--- src/rtl/bubble_page_loader.sv ---
// Fetches one page image byte-by-byte from image memory and unpacks each byte
// into four 2-bit bubble buffer entries, strobing the buffer write port per entry.
module bubble_page_loader #(
   parameter int                    ADDR_WIDTH      = 22,
   parameter int                    PAGE_ENTRIES    = 1920,
   parameter logic [ADDR_WIDTH-1:0] BOOTLOADER_BASE = '0
) (
   input  logic                  master_clock,
   input  logic                  power_good,
   input  logic                  load_page,
   input  logic                  load_bootloader,
   input  logic [ADDR_WIDTH-1:0] start_of_page_address,
   output logic                  mem_read_request,
   output logic [ADDR_WIDTH-1:0] mem_address,
   input  logic [7:0]            mem_data,
   input  logic                  mem_data_valid,
   output logic [10:0]           bubble_buffer_write_address,
   output logic [1:0]            bubble_buffer_data_input,
   output logic                  bubble_buffer_write_enable,
   output logic                  bubble_buffer_write_clock,
   output logic                  loader_busy,
   output logic                  loader_done
);

   localparam logic [10:0] LAST_ENTRY = 11'(PAGE_ENTRIES - 1);

   typedef enum logic [2:0] {
      IDLE  = 3'd0,
      FETCH = 3'd1,
      SETUP = 3'd2,
      HIGH  = 3'd3,
      HOLD  = 3'd4,
      DONE  = 3'd5
   } state_t;

   state_t          state, state_next;
   logic            load_page_q, load_bootloader_q;
   logic            page_edge, boot_edge, start;
   logic [7:0]      byte_reg;
   logic [1:0]      pair_idx;
   logic [10:0]     entry_idx;

   assign page_edge = load_page & ~load_page_q;
   assign boot_edge = load_bootloader & ~load_bootloader_q;

   always_ff @(posedge master_clock or negedge power_good) begin
      if (!power_good) begin
         load_page_q       <= 1'b0;
         load_bootloader_q <= 1'b0;
      end else begin
         load_page_q       <= load_page;
         load_bootloader_q <= load_bootloader;
      end
   end

   always_ff @(posedge master_clock or negedge power_good) begin
      if (!power_good) state <= IDLE;
      else             state <= state_next;
   end

   always_comb begin
      state_next = state;
      start      = 1'b0;
      case (state)
         IDLE: begin
            if (page_edge || boot_edge) begin
               state_next = FETCH;
               start      = 1'b1;
            end
         end
         FETCH: if (mem_data_valid) state_next = SETUP;
         SETUP: state_next = HIGH;
         HIGH:  state_next = HOLD;
         HOLD: begin
            if (pair_idx != 2'd3)          state_next = SETUP;
            else if (entry_idx < LAST_ENTRY) state_next = FETCH;
            else                           state_next = DONE;
         end
         DONE:    state_next = IDLE;
         default: state_next = IDLE;
      endcase
   end

   // Once the first entry is set up, write enable stays asserted across later FETCH gaps.
   always_comb begin
      mem_read_request           = (state == FETCH);
      loader_busy                = (state != IDLE);
      loader_done                = (state == DONE);
      bubble_buffer_write_clock  = (state == HIGH);
      bubble_buffer_write_enable = !((state == SETUP) || (state == HIGH) || (state == HOLD) ||
                                     ((state == FETCH) && (entry_idx != 11'd0)));
      bubble_buffer_write_address = entry_idx;
      case (pair_idx)
         2'd0:    bubble_buffer_data_input = byte_reg[7:6];
         2'd1:    bubble_buffer_data_input = byte_reg[5:4];
         2'd2:    bubble_buffer_data_input = byte_reg[3:2];
         default: bubble_buffer_data_input = byte_reg[1:0];
      endcase
   end

   always_ff @(posedge master_clock or negedge power_good) begin
      if (!power_good) begin
         mem_address <= '0;
         byte_reg    <= 8'd0;
         pair_idx    <= 2'd0;
         entry_idx   <= 11'd0;
      end else begin
         case (state)
            IDLE: begin
               if (start) begin
                  mem_address <= boot_edge ? BOOTLOADER_BASE : start_of_page_address;
                  pair_idx    <= 2'd0;
                  entry_idx   <= 11'd0;
               end
            end
            FETCH: begin
               if (mem_data_valid) begin
                  byte_reg <= mem_data;
                  pair_idx <= 2'd0;
               end
            end
            HOLD: begin
               if (pair_idx != 2'd3) begin
                  pair_idx  <= pair_idx + 2'd1;
                  entry_idx <= entry_idx + 11'd1;
               end else if (entry_idx < LAST_ENTRY) begin
                  entry_idx   <= entry_idx + 11'd1;
                  mem_address <= mem_address + ADDR_WIDTH'(1);
               end
            end
            default: ;
         endcase
      end
   end

endmodule

--- config.mk ---
export PLATFORM = sky130hd
export DESIGN_NAME = bubble_page_loader
export DESIGN_NICKNAME = d
export VERILOG_FILES = /design/src/rtl/bubble_page_loader.sv
export SDC_FILE = /design/constraint.sdc
export NUM_CORES = 1
export LEC_CHECK = 0
export CAP_MARGIN = 0
export CORE_MARGIN = 4
export CORE_UTILIZATION = 50
export CTS_CLUSTER_SIZE = 10
export DETAILED_ROUTE_END_ITERATION = 8
export GPL_ROUTABILITY_DRIVEN = 0
export PLACE_DENSITY_LB_ADDON = 0.1
export SLEW_MARGIN = 20
export SYNTH_ARGS = -nofsm -noshare
export SYNTH_HDL_FRONTEND = slang
export SYNTH_SLANG_ARGS = --single-unit
--- constraint.sdc ---
create_clock -name master_clock -period 2.2 [get_ports master_clock]
set_input_delay 0.22 -clock master_clock [delete_from_list [all_inputs] [get_ports master_clock]]
set_output_delay 0.22 -clock master_clock [all_outputs]
set_load 0.03 [all_outputs]
Fig. 1: placement view
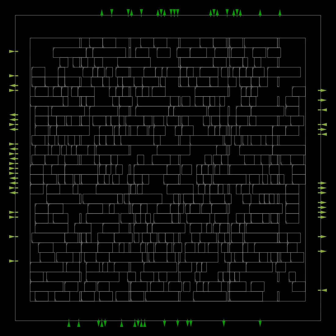
Filler Cell Count: 474
tap cell count: 72
core area: 0.00564 mm2

Fig. 2: nets reached from selected ports
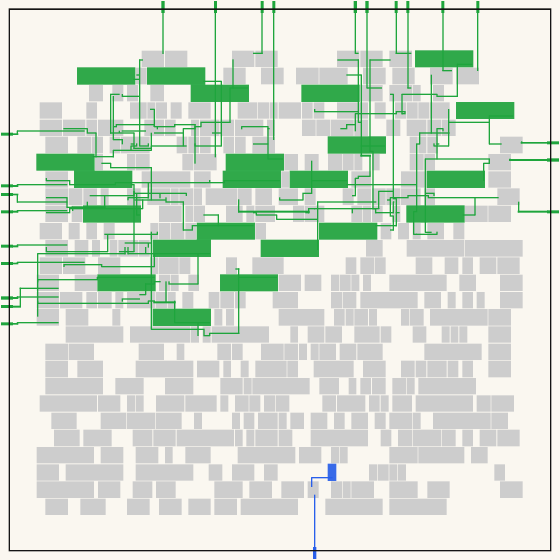
| port | colour | bits | direction | edge | end cells | buffers | wire |
|---|---|---|---|---|---|---|---|
| `mem_address` | green | 22 | output | 10 north, 9 west, 3 east | 22 | 22 | 1090 um |
| `bubble_buffer_write_enable` | blue | 1 | output | south | 1 | 1 | 12.9 um |
IO buf count: 74
I/O pins: 75

==> impl_metrics.yaml <==
# implementation run metrics
power_and_ir_drop:
  pwr-share-seq_pct: 35.3
  p_sw_mw: 2.04
  p_clk_share_pct: 11.5
  seq-power_mw: 1.58
  powerDensity_mw_per_mm2: 1150
  p_comb_mw: 2.38
  pwr-share-comb_pct: 53.1
  peakVddDrop_uv: 675
  p_clk_uw: 517
timing:
  finalHoldViolations: 0
  period_minus_slack_ps: 2080
  tightest_slew_ps: 976
  setup_ws_ps: 124
  rsz0062_at_grt: "no"
  fmax_mhz: 482
  finalClockSkew_ps: 9.63
  hold_ws_ps: 392
  finalSetupTns_ps: 0
  relSlewSlack_pct: 34.7
  min_period_over_period_pct: 94.4
final_layout:
  final_cell_area_mm2: 0.00388
  fin_nets: 448
  fin_cells: 477
  antenna_cells: 0
  layout_top_cell: "clkdlybuf4s50_1"
  drive_gt1_share_pct: 13.1
global_routing:
  busiest_layer: "met2"
  grt_overflow_total: 0
  grt.total_usage_pct: 22.0
  grt_max_degree: 31
  met1_usage_pct: 30.7
  grt_pass1_vias: 2774
  grtUsageMet2_pct: 35.7
  grt_pass1_wl_um: 13100
  antenna_found_initial: 0
  met3_usage_pct: 3.40
cts:
  clk_latency_ps: 300
  cts-root-buf: "clkbuf_8"
  htreeDepth: 2
  cts.sinks: 48
  cts_setup_buffers: 0
  cts_tree: "done"
routing:
  drc_errors: 0
  post_drt_wl_per_cell_um: 16.1
  via_count: 2818
  ant_nets: 0
  drt-pass1-iter-count: 4
  vias_per_cell: 5.91
logic_synthesis:
  syn_inst: 330
  yosys_warnings: 0
  ys.flops: 48
  top_cell: "dfrtp_1"
  synthArstFlopShare_pct: 100
  synthesis.nets: 373
  ys_area_mm2: 0.00298
  synth_top_area_share_pct: 40.3
  syn_area_mm2: 0.00298
  ys_seq_share_pct: 40.3
  top_area_cell: "dfrtp_1"
  area_leaders: "dfrtp_1, a21oi_1, o21ai_1"
  ys_cells: 330
  synthTopCellsByCount: "dfrtp_1, nand2_1, a21oi_1, nor2_1, o21ai_1"
flow_run:
  warnings: 31
  drv_cap: 0
min_path:
  hold_path_depth: 1
  hp-class: "input pin to register"
worst_setup_path:
  r2r_cells: 7
  crit_fanout: 7
  cp_data_arrival_time_ps: 1860
  crit_type: "register to output pin"
  cp-end-kind: "output pin"
  cp_data_required_time_ps: 1980
run_status:
  status: "finished clean"
die:
  num_rows: 27
  initial_core_util_pct: 52.8
  die_w_um: 85.2
  die_y_um: 85.2
placement:
  dp_cells: 469
  placed_area_mm2: 0.00380
  dp_slack_ps: 123
  dp.final_hpwl_um: 5640
Fig. 3: met3 routing
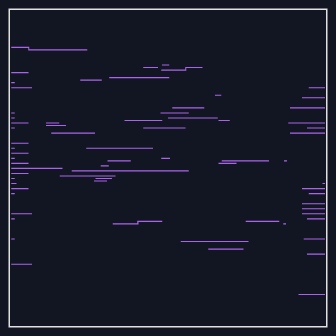
longest straight run: 31.3 um
wire length on this layer: 441 um
main direction: horizontal
nets with wire on the layer: 61

Fig. 4: sequential cells coloured by netlist name
Other sequential cells in the stronger grey, the rest of the logic in the fainter grey.
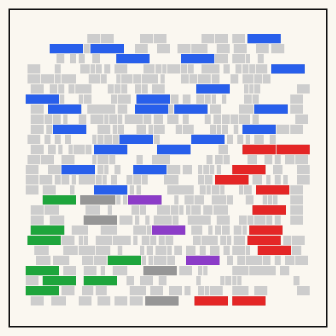
| netlist name | colour | sequential cells |
|---|---|---|
| `byte_reg` | green | 8 |
| `state` | purple | 3 |
| `bubble_buffer_write_address` | red | 11 |
| `mem_address` | blue | 22 |
not coloured: 4

logic make-up after synthesis:
kind of cell	after synthesis	synth area share, %
compound gates	116	25.5
fa+ha+maj	8	3.36
buf+inv	37	6.76
flops	48	40.3
mux	12	4.41
simple gates	109	19.7
area by class of cell:
type / instances / area [um2] / area share [%]
repair buffers: 90 / 878 / 22.6
clock inverters: 1 / 5.00 / 0.129
clock buffers: 6 / 72.6 / 1.87
well taps: 72 / 90.1 / 2.32
inverters: 15 / 56.3 / 1.45
multi-input cells: 245 / 1580 / 40.7
flip-flops and latches: 48 / 1200 / 31.0
through the flow:
stage	total power, mW	utilization (%)
6_report	4.48	68.8
5_1_grt	4.80	68.8
3_5_place_dp	4.01	67.4
2_1_floorplan	3.14	-
3_3_place_gp	3.94	67.4
4_1_cts	4.50	68.8
per-layer routing:
layer	share of wire, %	up-vias
li1	-	1370
met1	45	1343
met2	48	94
met3	5.7	11
met4	1.3	0
met5	0	-
final timing paths:
path	from	to	slack, ps
setup / recovery	state[2]$_DFFE_PN0P_	loader_done	120
hold / removal	load_page	load_page_q$_DFF_PN0_	390
setup reg to reg	pair_idx[1]$_DFFE_PN0P_	mem_address[10]$_DFFE_PN0P_	260
hold reg to reg	byte_reg[5]$_DFFE_PN0P_	byte_reg[5]$_DFFE_PN0P_	510
max in group asynchronous	power_good	pair_idx[0]$_DFFE_PN0P_	1190
min in group asynchronous	power_good	bubble_buffer_write_address[1]$_DFFE_PN0P_	440
worst max-delay path, stage by stage, from the launching register on:
cell and delay [ps]:
dfrtp_1 410, buf_4 170, inv_2 70, nor3_1 200
clkdlybuf4s50_1 700
timing repair:
action / 4_1_cts / 5_1_grt
hold buffers: 1 / 0
endpoints found under the setup margin: 3 / 4
hold endpoints to repair: 24 / 0
resized: 3 / 4
Power figures rest on the tool's default switching activity, not on a simulated workload.
